==> src/rtl/time_setter.sv <==
// time_setter: front-panel entry of a minutes/seconds preset for a countdown
// timer. Up/down buttons step the selected field (single step on press, then
// auto-repeat after a long hold), sel toggles the field, clear zeroes the
// preset. lock freezes entry while the timer runs.
//
// Ports:
//   clock  in   system clock, rising edge
//   reset  in   asynchronous, active-high reset
//   up     in   increment button (debounced level)
//   down   in   decrement button (debounced level)
//   sel    in   field-select button (level)
//   clear  in   clear button (level)
//   lock   in   high while the timer is counting or paused
//   min    out  programmed minutes, 0..LIMITEMIN
//   sec    out  programmed seconds, 0..LIMITESEC
//   field  out  0 = seconds selected, 1 = minutes selected
//   valid  out  high when min or sec is non-zero
module time_setter #(
  parameter int unsigned HOLD_COUNT   = 50_000_000,
  parameter int unsigned REPEAT_COUNT = 10_000_000,
  parameter logic [6:0]  LIMITEMIN    = 7'd99,
  parameter logic [6:0]  LIMITESEC    = 7'd59
) (
  input  logic       clock,
  input  logic       reset,
  input  logic       up,
  input  logic       down,
  input  logic       sel,
  input  logic       clear,
  input  logic       lock,
  output logic [6:0] min,
  output logic [6:0] sec,
  output logic       field,
  output logic       valid
);

  localparam int unsigned CNT_MAX = (HOLD_COUNT > REPEAT_COUNT) ? HOLD_COUNT : REPEAT_COUNT;
  localparam int unsigned CNT_W   = (CNT_MAX > 1) ? $clog2(CNT_MAX) : 1;
  localparam logic [CNT_W-1:0] HOLD_LAST   = CNT_W'(HOLD_COUNT - 1);
  localparam logic [CNT_W-1:0] REPEAT_LAST = CNT_W'(REPEAT_COUNT - 1);

  typedef enum logic [1:0] {
    ST_IDLE,
    ST_HOLD,
    ST_REPEAT
  } state_t;

  state_t           r_state, w_state_nxt;
  logic [CNT_W-1:0] r_cnt, w_cnt_nxt;
  logic             r_dir, w_dir_nxt;      // 1 = up originated the hold
  logic [6:0]       r_min, w_min_nxt;
  logic [6:0]       r_sec, w_sec_nxt;
  logic             r_field, w_field_nxt;
  logic             r_up_prev, r_down_prev, r_sel_prev, r_clear_prev;

  logic w_up_rise, w_down_rise, w_sel_rise, w_clear_rise;
  logic w_held, w_other;
  logic w_step, w_step_up;

  // Edges are combinational from the live input, so a press sampled at an
  // edge takes effect on the outputs at that same edge.
  assign w_up_rise    = up    & ~r_up_prev;
  assign w_down_rise  = down  & ~r_down_prev;
  assign w_sel_rise   = sel   & ~r_sel_prev;
  assign w_clear_rise = clear & ~r_clear_prev;

  assign w_held  = r_dir ? up   : down;
  assign w_other = r_dir ? down : up;

  function automatic logic [6:0] step_val(input logic [6:0] v,
                                          input logic [6:0] lim,
                                          input logic       inc);
    logic [6:0] r;
    if (inc) r = (v >= lim) ? 7'd0 : v + 7'd1;
    else     r = (v == 7'd0) ? lim : v - 7'd1;
    return r;
  endfunction

  // State register
  always_ff @(posedge clock or posedge reset) begin
    if (reset) begin
      r_state      <= ST_IDLE;
      r_cnt        <= '0;
      r_dir        <= 1'b0;
      r_min        <= '0;
      r_sec        <= '0;
      r_field      <= 1'b0;
      r_up_prev    <= 1'b0;
      r_down_prev  <= 1'b0;
      r_sel_prev   <= 1'b0;
      r_clear_prev <= 1'b0;
    end else begin
      r_state      <= w_state_nxt;
      r_cnt        <= w_cnt_nxt;
      r_dir        <= w_dir_nxt;
      r_min        <= w_min_nxt;
      r_sec        <= w_sec_nxt;
      r_field      <= w_field_nxt;
      // Previous-sample flops track the buttons even while locked, so a
      // button held across unlock produces no event.
      r_up_prev    <= up;
      r_down_prev  <= down;
      r_sel_prev   <= sel;
      r_clear_prev <= clear;
    end
  end

  // Next-state logic. clear and sel (and lock) abort any hold; a coincident
  // up/down event or pending auto-step is dropped, not deferred.
  always_comb begin
    w_state_nxt = r_state;
    w_cnt_nxt   = r_cnt;
    w_dir_nxt   = r_dir;
    w_step      = 1'b0;
    w_step_up   = r_dir;
    if (lock || w_clear_rise || w_sel_rise) begin
      w_state_nxt = ST_IDLE;
      w_cnt_nxt   = '0;
    end else begin
      case (r_state)
        ST_IDLE: begin
          if (w_up_rise && !down) begin
            w_state_nxt = ST_HOLD;
            w_cnt_nxt   = '0;
            w_dir_nxt   = 1'b1;
            w_step      = 1'b1;
            w_step_up   = 1'b1;
          end else if (w_down_rise && !up) begin
            w_state_nxt = ST_HOLD;
            w_cnt_nxt   = '0;
            w_dir_nxt   = 1'b0;
            w_step      = 1'b1;
            w_step_up   = 1'b0;
          end
        end
        ST_HOLD: begin
          if (!w_held || w_other) begin
            w_state_nxt = ST_IDLE;
            w_cnt_nxt   = '0;
          end else if (r_cnt == HOLD_LAST) begin
            w_state_nxt = ST_REPEAT;
            w_cnt_nxt   = '0;
            w_step      = 1'b1;
          end else begin
            w_cnt_nxt = r_cnt + CNT_W'(1);
          end
        end
        ST_REPEAT: begin
          if (!w_held || w_other) begin
            w_state_nxt = ST_IDLE;
            w_cnt_nxt   = '0;
          end else if (r_cnt == REPEAT_LAST) begin
            w_cnt_nxt = '0;
            w_step    = 1'b1;
          end else begin
            w_cnt_nxt = r_cnt + CNT_W'(1);
          end
        end
        default: begin
          w_state_nxt = ST_IDLE;
          w_cnt_nxt   = '0;
        end
      endcase
    end
  end

  // Output logic: field values
  always_comb begin
    w_min_nxt   = r_min;
    w_sec_nxt   = r_sec;
    w_field_nxt = r_field;
    if (!lock) begin
      if (w_clear_rise) begin
        w_min_nxt   = '0;
        w_sec_nxt   = '0;
        w_field_nxt = 1'b0;
      end else if (w_sel_rise) begin
        w_field_nxt = ~r_field;
      end else if (w_step) begin
        if (r_field) w_min_nxt = step_val(r_min, LIMITEMIN, w_step_up);
        else         w_sec_nxt = step_val(r_sec, LIMITESEC, w_step_up);
      end
    end
  end

  assign min   = r_min;
  assign sec   = r_sec;
  assign field = r_field;
  assign valid = (r_min != 7'd0) || (r_sec != 7'd0);

endmodule
==> config.mk <==
export PLATFORM = sky130hd
export DESIGN_NAME = time_setter
export DESIGN_NICKNAME = d
export VERILOG_FILES = /design/src/rtl/time_setter.sv
export SDC_FILE = /design/constraint.sdc
export NUM_CORES = 1
export LEC_CHECK = 0
export CAP_MARGIN = 5
export CORE_MARGIN = 1
export CORE_UTILIZATION = 40
export DETAILED_ROUTE_END_ITERATION = 12
export GPL_TIMING_DRIVEN = 0
export PLACE_DENSITY_LB_ADDON = 0.15
export SLEW_MARGIN = 20
export SYNTH_ARGS = -nofsm -noshare
export SYNTH_HDL_FRONTEND = slang
export SYNTH_SLANG_ARGS = --single-unit
==> constraint.sdc <==
create_clock -name clock -period 6.85 [get_ports clock]
set_input_delay 1.0275 -clock clock [delete_from_list [all_inputs] [get_ports clock]]
set_output_delay 1.0275 -clock clock [all_outputs]
set_load 0.02 [all_outputs]
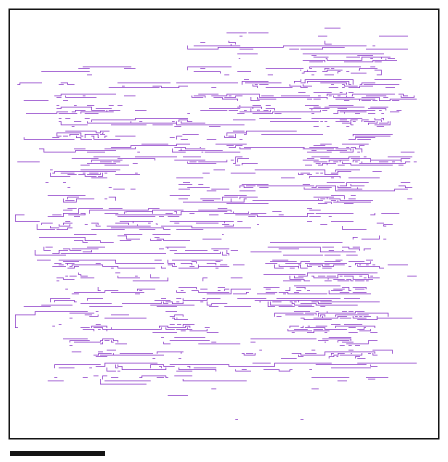
*Met1 routing, run 1*
Scale bar: 20 um.
wire length on this layer: 3430 um
main direction: horizontal
global routing usage on met1: 24.9%
routed via count: 2729
aggregate routed wire length: 7.22 mm

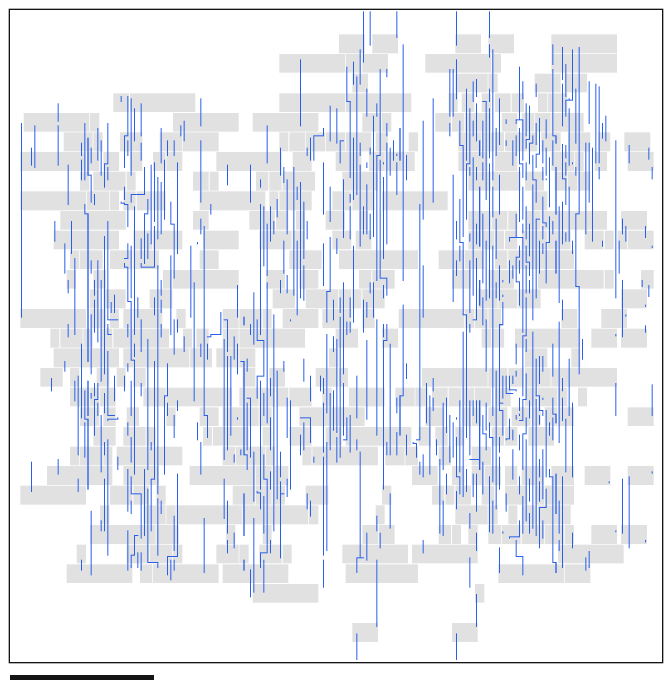
*The metal 2 layer, run 1*
Scale bar: 20 um. Cells faint in the background.
main direction: vertical
share of all routed wire: 48%
global routing met2 resource utilization: 31.7%

==> results.json, run 1 <==
{
  "core_util_floorplan_pct": 42.2,
  "slew_headroom_pct": 36.6,
  "pin_count_of_the_biggest_net_entering_global_routing": 30,
  "overflow": 0,
  "worstPathCellList": "inv_1 -> ha_1 -> or3b_2 -> or4_1 -> nand2b_1 -> clkdlybuf4s50_1",
  "placed_cells_incl_taps": 468,
  "power_switching_share_pct": 35.0,
  "dp_slack_ns": 3.29,
  "worst_hold_startpoint": "r_cnt[1]",
  "multi_input_comb_area_um2": 1800,
  "regToRegStartpoint": "r_state[0]",
  "seq_power_uw": 344,
  "yosys.area.top_type": "dfrtp_1",
  "clock_cell_area_share_pct": 3.50,
  "tritoncts": "done",
  "crit_required_ns": 5.82,
  "grt_pass1_wl_mm": 12.5,
  "cts.sinks": 48,
  "setup_ws_ns": 2.93,
  "largest_area_class_layout": "logic gates",
  "route.met3.wl_um": 272,
  "run_status": "complete, no violations",
  "non_filler_cells_in_the_finished_layout": 476,
  "global_route.usage.total_pct": 18.6,
  "syn_avg_cell_area_um2": 9.00,
  "synthTopCellsByCount": "dfrtp_1, nor2_1, nand2_1",
  "n_clock_buffer": 7,
  "final_common_cell": "dfrtp_1",
  "cts.hold.buffers_added": 0,
  "fp.dieH_um": 90.4,
  "clock_net_power_uw": 229,
  "power.ir.vdd_worst_mv": 0.0761,
  "post_drt_via_cell_ratio": 5.73,
  "nonClockBufferCount": 38,
  "critical_path.max_stage_delay_ns": 0.55,
  "hold_path_class": "flip-flop to flip-flop",
  "detail_route.wl_per_cell_um": 15.2,
  "top_cell": "dfrtp_1",
  "layout_min_cycle_time_ns": 3.92,
  "critPathMaxFanout": 8,
  "mostFrequentLayoutCells": "dfrtp_1, nor2_1, nand2_1, clkdlybuf4s50_1, nand3_1",
  "dpl-instance-area_um2": 3480,
  "grt_antenna_before_repair": 0,
  "fin_skew_ns": 0.0123,
  "met3_track_demand_over_resource_in_global_routing_pct": 2.61,
  "ys_area_um2": 3120,
  "synth-seq-cells": 48,
  "max_cap_viol_count": 0,
  "dieWidth_um": 90.4,
  "io-pin-count": 23,
  "synth_top_flop_cell": "dfrtp_1",
  "initialDrtViolationCount": 149
}
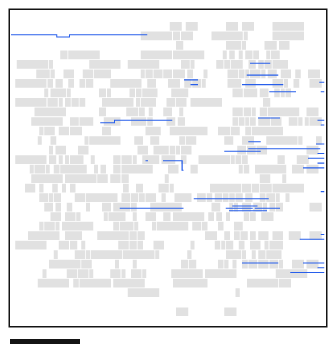
*M3 wires, run 1*
Scale bar: 20 um. Cells faint in the background.
main direction: horizontal
nets with wire on the layer: 32
wire length on this layer: 273 um

## run 1: cells by family (layout without fill, tap and decap cells)
kind of cell | count (synthesis) | count (layout) | share of synthesized area [%]
AND/OR/NAND/NOR | 149 | 149 | 26.2
AND-OR/OR-AND | 85 | 85 | 20.0
flip-flops | 48 | 48 | 38.5
buffers and inverters | 29 | 59 | 3.89
XOR/XNOR | 21 | 21 | 5.89
adder cells (fa/ha/maj) | 9 | 9 | 3.61
multiplexers | 6 | 6 | 2.00
## run 1: critical path, delay by kind of cell, from the launching register on
| family | cells | cell delay [ns] |
|---|---|---|
| adder cells (fa/ha/maj) | 1 | 0.19 |
| buffers and inverters | 2 | 0.67 |
| flip-flops | 1 | 0.50 |
| AND/OR/NAND/NOR | 3 | 1.22 |
==> run 1 -> run 2 <==
==> constraint.sdc (replaced) <==
create_clock -name clock -period 3.4 [get_ports clock]
set_input_delay 0.51 -clock clock [delete_from_list [all_inputs] [get_ports clock]]
set_output_delay 0.51 -clock clock [all_outputs]
set_load 0.02 [all_outputs]
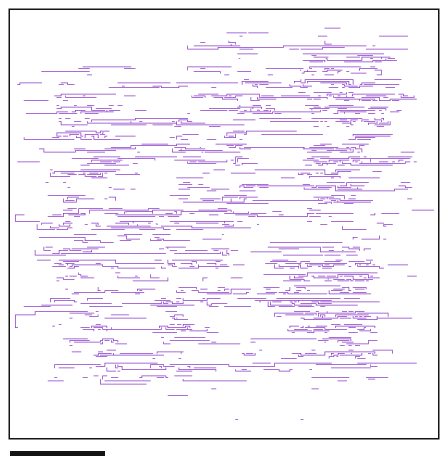
*Met1 routing, run 2*
Scale bar: 20 um.
share of all routed wire: 48%
longest straight run: 22.1 um

==> run 2 against run 1 <==
Against the previous run: clock skew unchanged; sequential power increased by 100%; clock power increased by 100%; register-to-register slack got worse by 3.4 ns; cell area about the same; count of clock-buffer cells in the layout unchanged; hold slack unchanged; critical endpoint unchanged; largest cell class unchanged.
==> results.json, run 2 <==
{
  "synthTopCellsByCount": "dfrtp_1, nor2_1, nand2_1",
  "worstPathCellList": "inv_1 -> ha_1 -> or3b_2 -> or4_1 -> nand2b_1 -> dlygate4sd2_1",
  "num_vias": 2729,
  "non_filler_cells_in_the_finished_layout": 476,
  "dieWidth_um": 90.4,
  "run_status": "complete, no violations",
  "tritoncts": "done",
  "post_drt_via_cell_ratio": 5.73,
  "grt_pass1_wl_mm": 12.5,
  "overflow": 0,
  "io-pin-count": 23,
  "regToRegStartpoint": "r_state[0]",
  "worstSetupPathDepth": 6,
  "placed_cells_incl_taps": 468,
  "max_cap_viol_count": 0,
  "crit_required_ns": 2.89,
  "synth-seq-cells": 48,
  "fp.dieH_um": 90.4,
  "detail_route.wl_per_cell_um": 15.2,
  "clock_cell_area_share_pct": 3.50,
  "largest_area_class_layout": "logic gates",
  "hold_path_class": "flip-flop to flip-flop",
  "power.ir.vdd_worst_mv": 0.153,
  "logic_family": "simple AND/OR/NAND/NOR gates",
  "worst_hold_startpoint": "r_cnt[1]",
  "n_clock_buffer": 7,
  "post_synth_and_or_nand_nor_area_fraction_pct": 26.2,
  "cts.hold.buffers_added": 0,
  "core_util_floorplan_pct": 42.2,
  "multi_input_comb_area_um2": 1800,
  "initialDrtViolationCount": 149,
  "global_route.usage.total_pct": 18.6,
  "syn_avg_cell_area_um2": 9.00,
  "synth_compound_gate_area_share_pct": 20.0,
  "synthAdderAreaFrac_pct": 3.61,
  "critPathMaxFanout": 8,
  "yosys.area.top_type": "dfrtp_1",
  "synth_top_flop_cell": "dfrtp_1",
  "grt_antenna_before_repair": 0,
  "top_cell": "dfrtp_1",
  "nonClockBufferCount": 38,
  "cts.sinks": 48,
  "critical_path.n_buffers_inverters": 2,
  "fin_skew_ns": 0.0123,
  "routed_wl_mm": 7.22,
  "pin_count_of_the_biggest_net_entering_global_routing": 30,
  "ys_sh_mux_pct": 2.00,
  "critical_path.max_stage_delay_ns": 0.54
}
## run 2: metrics by stage
step / worst slack [ns] / power [uW] / area, um2 / util (%)
after floorplan: 0.923 / 1110 / 3120 / -
after global placement: 0.293 / 1310 / 3460 / 46.7
after detailed placement: 0.353 / 1320 / 3480 / 47.0
after CTS: 0.219 / 1780 / 3610 / 48.7
after global routing: 0.0970 / 1880 / 3610 / 48.7
final: 0.221 / 1770 / 3610 / 48.7
## run 2: worst register-to-register path: stages, from the launching register on
cell and delay [ns]:
dfrtp_1 0.43, inv_1 0.10, ha_1 0.21, or4b_1 0.45
o31ai_1 0.30, o21a_2 0.26, inv_2 0.09, buf_2 0.20
nor3b_1 0.21, a211oi_1 0.08, o22a_2 0.22
## run 2: power by group
group          switching, uW  internal, uW
Clock                    201           260
Sequential              71.6           622
Combinational            348           271
==> run 2 -> run 3 <==
--- a/config.mk
+++ b/config.mk
@@ -11,7 +11,6 @@
 export DETAILED_ROUTE_END_ITERATION = 12
 export GPL_TIMING_DRIVEN = 0
 export PLACE_DENSITY_LB_ADDON = 0.15
-export SLEW_MARGIN = 20
 export SYNTH_ARGS = -nofsm -noshare
 export SYNTH_HDL_FRONTEND = slang
 export SYNTH_SLANG_ARGS = --single-unit
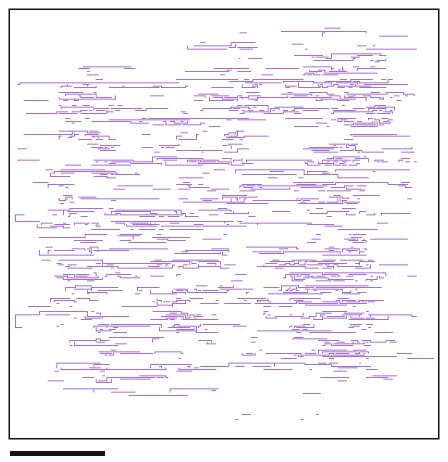
*Met1 routing, run 3*
Scale bar: 20 um.
wire length on this layer: 3440 um
longest straight run: 33.6 um
main direction: horizontal
nets with wire on the layer: 357
share of all routed wire: 47%

==> run 3 against run 2 <==
Against the previous run: wire length grew 0.66%; synthesized area unchanged; count of clock-buffer cells in the layout stayed put; critical path depth stayed put; synthesized cell count unchanged; sequential power increased by 0.6%.
==> results.json, run 3 <==
{
  "post_synth_and_or_nand_nor_area_fraction_pct": 26.2,
  "seq_power_uw": 697,
  "routed_wl_mm": 7.27,
  "setup_repair_after_global_routing_missed_its_margin": "no",
  "logic_family": "simple AND/OR/NAND/NOR gates",
  "worstPathCellList": "inv_1 -> ha_1 -> or3b_2 -> or4_4 -> nand2b_1 -> clkdlybuf4s50_1",
  "critical-path-top-delay-family": "simple AND/OR/NAND/NOR gates",
  "final_area_um2": 3580,
  "maxPowerGroup": "registers",
  "gp_congestion": 0.878,
  "cts.sinks": 48,
  "gr-usage-met1_pct": 24.8,
  "syn_avg_cell_area_um2": 9.00,
  "critPathLaunchType": "flip-flop",
  "synthAdderAreaFrac_pct": 3.61,
  "post_drt_via_cell_ratio": 5.72,
  "grt_util_met2_pct": 31.0,
  "synth-seq-cells": 48,
  "clock_net_power_uw": 365,
  "ctsResizeCount": 1,
  "synth_top_flop_cell": "dfrtp_1",
  "clock_power_share_pct": 21.7,
  "max_cap_viol_count": 0,
  "final_period_utilization_pct": 96.5,
  "tritoncts": "done",
  "crit_required_ns": 2.89,
  "core_util_floorplan_pct": 42.2,
  "critical_path.n_buffers_inverters": 2,
  "yosys.area.top_type": "dfrtp_1",
  "overflow": 0,
  "fin_skew_ns": 0.0148,
  "switching_power_uw": 623,
  "seq_power_share_pct": 41.3,
  "non_filler_cells_in_the_finished_layout": 476,
  "placed_cells_incl_taps": 468,
  "route.met3.wl_um": 274,
  "mostFrequentLayoutCells": "dfrtp_1, nor2_1, nand2_1, clkdlybuf4s50_1, nand3_1",
  "io-pin-count": 23,
  "power.combinational.total_uw": 623,
  "regToRegStartpoint": "r_state[0]",
  "num_vias": 2721,
  "top_cell": "dfrtp_1",
  "fp.dieH_um": 90.4,
  "ys_sh_mux_pct": 2.00,
  "critPathMaxFanout": 8,
  "hold_path_class": "input pin to async pin",
  "max_freq_mhz": 305,
  "hold-worst-slack_ns": 0.433,
  "ys_area_um2": 3120,
  "synth_compound_gate_area_share_pct": 20.0,
  "end_kind": "output pin",
  "dieWidth_um": 90.4,
  "power.ir.vdd_worst_mv": 0.140,
  "grt_pass1_wl_mm": 12.4,
  "synthTopCellsByCount": "dfrtp_1, nor2_1, nand2_1",
  "dpl-instance-area_um2": 3480,
  "global_route.usage.total_pct": 18.4,
  "initialDrtViolationCount": 123,
  "synth-edff-count": 0,
  "run_status": "complete, no violations",
  "detail_route.wl_per_cell_um": 15.3,
  "pin_count_of_the_biggest_net_entering_global_routing": 40,
  "critical_path.max_stage_delay_ns": 0.54,
  "xor_xnor_area_share_pct": 5.89,
  "cell_internal_pwr_uw": 1060,
  "cts.hold.buffers_added": 0,
  "worstSetupPathDepth": 6,
  "met3_track_demand_over_resource_in_global_routing_pct": 2.27,
  "layout_min_cycle_time_ns": 3.28,
  "slew_headroom_pct": 33.8
}
==> run 3: cell counts after synthesis <==
Identical to the previous run, type by type.
==> run 3: metrics by stage <==
step,power (uW),setup WS (ns)
2_1_floorplan,1110,0.923
3_3_place_gp,1310,0.293
3_5_place_dp,1320,0.329
4_1_cts,1690,0.0505
5_1_grt,1790,0.0125
6_report,1690,0.119
==> run 3: layout make-up <==
cell class / count / area, um2 / share of cell area (%)
plain buffers: 16 / 72.6 / 2.03
clock buffers: 7 / 86.3 / 2.41
clock inverters: 1 / 7.51 / 0.210
inverters: 13 / 48.8 / 1.36
multi-input cells: 270 / 1810 / 50.5
flip-flops and latches: 48 / 1200 / 33.6
well taps: 99 / 124 / 3.46
repair buffers: 22 / 230 / 6.43
Power figures rest on the tool's default switching activity, not on a simulated workload.
